## config.mk

```make
export PLATFORM = sky130hd
export DESIGN_NAME = rotate_left_seq_flat
export DESIGN_NICKNAME = d
export VERILOG_FILES = /design/src/rtl/alu_pkg.sv /design/src/rtl/rotate_left_seq_if.sv /design/src/rtl/rotl_step.sv /design/src/rtl/rotate_left_seq.sv /design/src/flat_wrapper.sv
export SDC_FILE = /design/constraint.sdc
export NUM_CORES = 1
export LEC_CHECK = 0
export CORE_MARGIN = 1.5
export CORE_UTILIZATION = 43
export CTS_BUF_LIST = sky130_fd_sc_hd__clkbuf_2
export CTS_CLUSTER_DIAMETER = 50
export DETAILED_ROUTE_END_ITERATION = 16
export HOLD_SLACK_MARGIN = 0.08
export PLACE_DENSITY = 0.86
export SYNTH_ARGS = -nofsm -noshare
export SYNTH_HDL_FRONTEND = slang
export SYNTH_SLANG_ARGS = --single-unit
```

## constraint.sdc

```tcl
create_clock -name clock -period 1.6 [get_ports clock]
set_clock_uncertainty 0.1 [all_clocks]
set_input_delay 0.24 -clock clock [delete_from_list [all_inputs] [get_ports clock]]
set_output_delay 0.24 -clock clock [all_outputs]
set_load 0.01 [all_outputs]
```

## src/rtl/alu_pkg.sv

```systemverilog
// Shared ALU definitions for the shift/rotate units.
//   ALU_WIDTH    : datapath width (power of two)
//   ALU_SHAMT_W  : shift/rotate amount width, log2(ALU_WIDTH)
//   ALU_SHAMT_MASK : mask selecting the used amount bits
//   rotl_state_t : controller state for the sequential left rotate
package alu_pkg;

  localparam int ALU_WIDTH   = 32;
  localparam int ALU_SHAMT_W = 5;
  localparam logic [ALU_WIDTH-1:0] ALU_SHAMT_MASK = ALU_WIDTH'(ALU_WIDTH - 1);

  typedef enum logic {
    IDLE,
    RUN
  } rotl_state_t;

endpackage

```

## src/rtl/rotate_left_seq_if.sv

```systemverilog
// Handshake/data bundle for rotate_left_seq.
//   start  : request (master -> slave), sampled when not busy
//   A, B   : operand and rotate amount (master -> slave)
//   busy   : operation in progress (slave -> master)
//   done   : one-cycle result-valid pulse (slave -> master)
//   result : rotated data, held until the next done (slave -> master)
interface rotate_left_seq_if #(
  parameter int WIDTH = alu_pkg::ALU_WIDTH
);
  logic             start;
  logic [WIDTH-1:0] A;
  logic [WIDTH-1:0] B;
  logic             busy;
  logic             done;
  logic [WIDTH-1:0] result;

  modport master (output start, A, B, input busy, done, result);
  modport slave  (input start, A, B, output busy, done, result);
endinterface

```

## src/rtl/rotl_step.sv

```systemverilog
// Combinational rotate-left of din by amt bit positions (amt in 0..WIDTH-1).
//   din  : data in
//   amt  : rotate amount
//   dout : din rotated left by amt
module rotl_step #(
  parameter int WIDTH   = 32,
  parameter int SHAMT_W = 5
) (
  input  logic [WIDTH-1:0]   din,
  input  logic [SHAMT_W-1:0] amt,
  output logic [WIDTH-1:0]   dout
);

  logic [2*WIDTH-1:0] dbl;

  // Shifting the doubled word makes the wrap-around bits fall into the
  // upper half, so amt=0 needs no special case.
  always_comb begin
    dbl  = {din, din} << amt;
    dout = dbl[2*WIDTH-1:WIDTH];
  end

endmodule

```

## src/rtl/rotate_left_seq.sv

```systemverilog
// Multi-cycle left bit-rotation unit: result = A rotated left by B mod WIDTH.
// Start/busy/done handshake; default build shifts one bit per cycle.
// Optional macro ROTATE_LEFT_BARREL_EN: rotate by the full amount in one
// RUN cycle (latency 1 for every amount, handshake unchanged).
// Ports:
//   clock : rising-edge clock
//   clear : asynchronous active-low reset
//   bus   : rotate_left_seq_if.slave (start, A, B, busy, done, result)
module rotate_left_seq
  import alu_pkg::*;
#(
  parameter int WIDTH   = ALU_WIDTH,
  parameter int SHAMT_W = ALU_SHAMT_W
) (
  input  logic               clock,
  input  logic               clear,
  rotate_left_seq_if.slave   bus
);

  rotl_state_t        state;
  logic [WIDTH-1:0]   data;
  logic [WIDTH-1:0]   step_out;
  logic [WIDTH-1:0]   result_q;
  logic [SHAMT_W-1:0] cnt;
  logic [SHAMT_W-1:0] step_amt;
  logic               busy_q;
  logic               done_q;

  // Only the low SHAMT_W bits of B select the amount.
  logic unused_b_hi;
  assign unused_b_hi = ^bus.B[WIDTH-1:SHAMT_W];

`ifdef ROTATE_LEFT_BARREL_EN
  assign step_amt = cnt;
`else
  assign step_amt = SHAMT_W'(1);
`endif

  rotl_step #(
    .WIDTH   (WIDTH),
    .SHAMT_W (SHAMT_W)
  ) u_step (
    .din  (data),
    .amt  (step_amt),
    .dout (step_out)
  );

  always_ff @(posedge clock or negedge clear) begin
    if (!clear) begin
      state    <= IDLE;
      data     <= '0;
      cnt      <= '0;
      result_q <= '0;
      busy_q   <= 1'b0;
      done_q   <= 1'b0;
    end else begin
      done_q <= 1'b0;
      case (state)
        IDLE: begin
          if (bus.start) begin
            data   <= bus.A;
            cnt    <= bus.B[SHAMT_W-1:0];
            busy_q <= 1'b1;
            state  <= RUN;
          end
        end
        RUN: begin
`ifdef ROTATE_LEFT_BARREL_EN
          data     <= step_out;
          cnt      <= '0;
          result_q <= step_out;
          done_q   <= 1'b1;
          busy_q   <= 1'b0;
          state    <= IDLE;
`else
          if (cnt != '0) begin
            data <= step_out;
            cnt  <= cnt - SHAMT_W'(1);
          end else begin
            result_q <= data;
            done_q   <= 1'b1;
            busy_q   <= 1'b0;
            state    <= IDLE;
          end
`endif
        end
        default: state <= IDLE;
      endcase
    end
  end

  assign bus.busy   = busy_q;
  assign bus.done   = done_q;
  assign bus.result = result_q;

endmodule

```

## src/flat_wrapper.sv

```systemverilog
// flat-port wrapper written by rule: the top's interface ports become plain ports
module rotate_left_seq_flat import alu_pkg::*;
#(
  parameter int WIDTH   = ALU_WIDTH,
  parameter int SHAMT_W = ALU_SHAMT_W
)
  (clock, clear, bus_start, bus_A, bus_B, bus_busy, bus_done, bus_result);
  rotate_left_seq_if #(.WIDTH(WIDTH)) bus_i ();
  input  logic clock;
  input  logic clear;
  input wire logic [$bits(bus_i.start)-1:0] bus_start;
  input wire logic [$bits(bus_i.A)-1:0] bus_A;
  input wire logic [$bits(bus_i.B)-1:0] bus_B;
  output wire logic [$bits(bus_i.busy)-1:0] bus_busy;
  output wire logic [$bits(bus_i.done)-1:0] bus_done;
  output wire logic [$bits(bus_i.result)-1:0] bus_result;
  assign bus_i.start = bus_start;
  assign bus_i.A = bus_A;
  assign bus_i.B = bus_B;
  assign bus_busy = bus_i.busy;
  assign bus_done = bus_i.done;
  assign bus_result = bus_i.result;
  rotate_left_seq #(.WIDTH(WIDTH), .SHAMT_W(SHAMT_W)) u_core (.clock(clock), .clear(clear), .bus(bus_i));
endmodule
```

Fig. 1: clock network drawn from the DEF
(6 px per um)
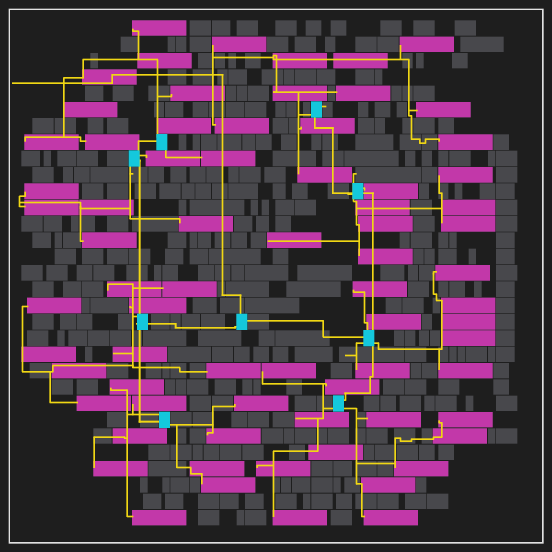
legend:
  magenta:
    item: flip-flops
    count: 72
  yellow:
    item: clock wires
    length: 838 um
  cyan:
    item: clock-net drivers
    count: 9
routed clock nets: 10
flops lie: spread over the die

Fig. 2: cells coloured by class
(4 px per um) Fill, decap, tap and diode cells in grey.
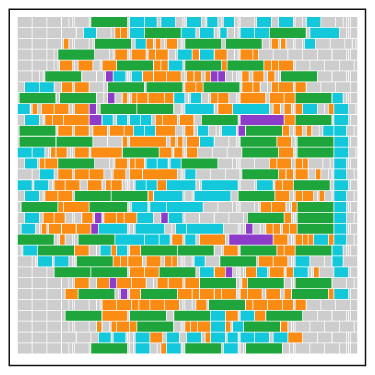
legend:
  cyan:
    class: remaining buffers and delay cells
    cells: 122
    share_of_their_area: 26%
  green:
    class: registers
    cells: 72
    share_of_their_area: 37%
  orange:
    class: remaining logic cells
    cells: 224
    share_of_their_area: 34%
  purple:
    class: clock drivers and dummy loads
    cells: 16
    share_of_their_area: 2.7%

==> reports/metrics.yaml <==
yosys:
  syn_nets: 393
  yosysChipArea_um2: 3160
  ys_sh_adder_pct: 0.396
  postSynthSeqShare_pct: 57.1
  async_reset_ff_share_pct: 100
  synth.distinct_cells: 29
  ys_sh_simple_pct: 18.0
  avgSynthCellArea_um2: 9.71
  syn_inst: 325
  ys.flops: 72
setup_path:
  worstReg2RegStart: "u_core.cnt[1]$_DFFE_PN0P_"
  critical_path_required_ns: 1.87
  rr_worst_depth: 6
  cp.depth: 6
  critPathMaxFanout: 7
  path_delay_family: "simple AND/OR/NAND/NOR gates"
detailed_routing:
  vias: 2967
  drt_iter0_markers: 226
  viasPerCell: 5.57
  met1_length_mm: 3.56
  wirelength_mm: 8.99
  top_layer: "met4"
floorplanning:
  chipArea_um2: 7860
  fp-row-count: 31
  ioPinCount: 101
  coreArea_um2: 7180
  die_w_um: 88.7
clock_network:
  post_cts_buffers: 12
  cts_tree: "built"
  ctsResizeCount: 50
  clkTransAtPathRegs_ns: 0.21
  clk_latency_ns: 0.50
  clockBufferDepth: 2
power_and_ir_drop:
  power_mw: 8.82
  p_int_mw: 5.33
  pg_seq_mw: 3.24
  p_clk_share_pct: 13.1
  p_per_area_nw_per_um2: 1770
  leakage_nw: 2.37
placement:
  placed_area_um2: 4160
  pre_cts_slack_ns: -0.136
  post-dp-hpwl_mm: 4.91
  gp_congestion: 0.799
  port_buffers: 73
layout:
  drive_gt1_share_pct: 36.2
  inverters: 36
  regArea_um2: 1800
  final-clk-cell-share_pct: 2.68
  area_delta_synth_final_pct: 58.3
  num-multi-input-gates: 188
  n_clock_buffer: 10
  layout.nonclk_buf_share_pct: 25.3
  dominant_cells: "registers"
  instances_no_fill: 533
  comb_share_pct: 30.8
  seq_cells: 72
  logic_area_um2: 1540
  final_common_cell: "dfrtp_1"
timing:
  hold_violations: 0
  tightest_slew_ns: 0.384
  period_needed_ns: 1.78
  timing.final.crit_share_pct: 111
  whs_ns: 0.144
  setup_viol: 70
  fin_ws_ns: -0.179
global_route:
  grt_pass1_wl_mm: 12.1
  use_met3_pct: 4.57
outcome:
  violations: "setup timing"
  status: "finished, violations left"
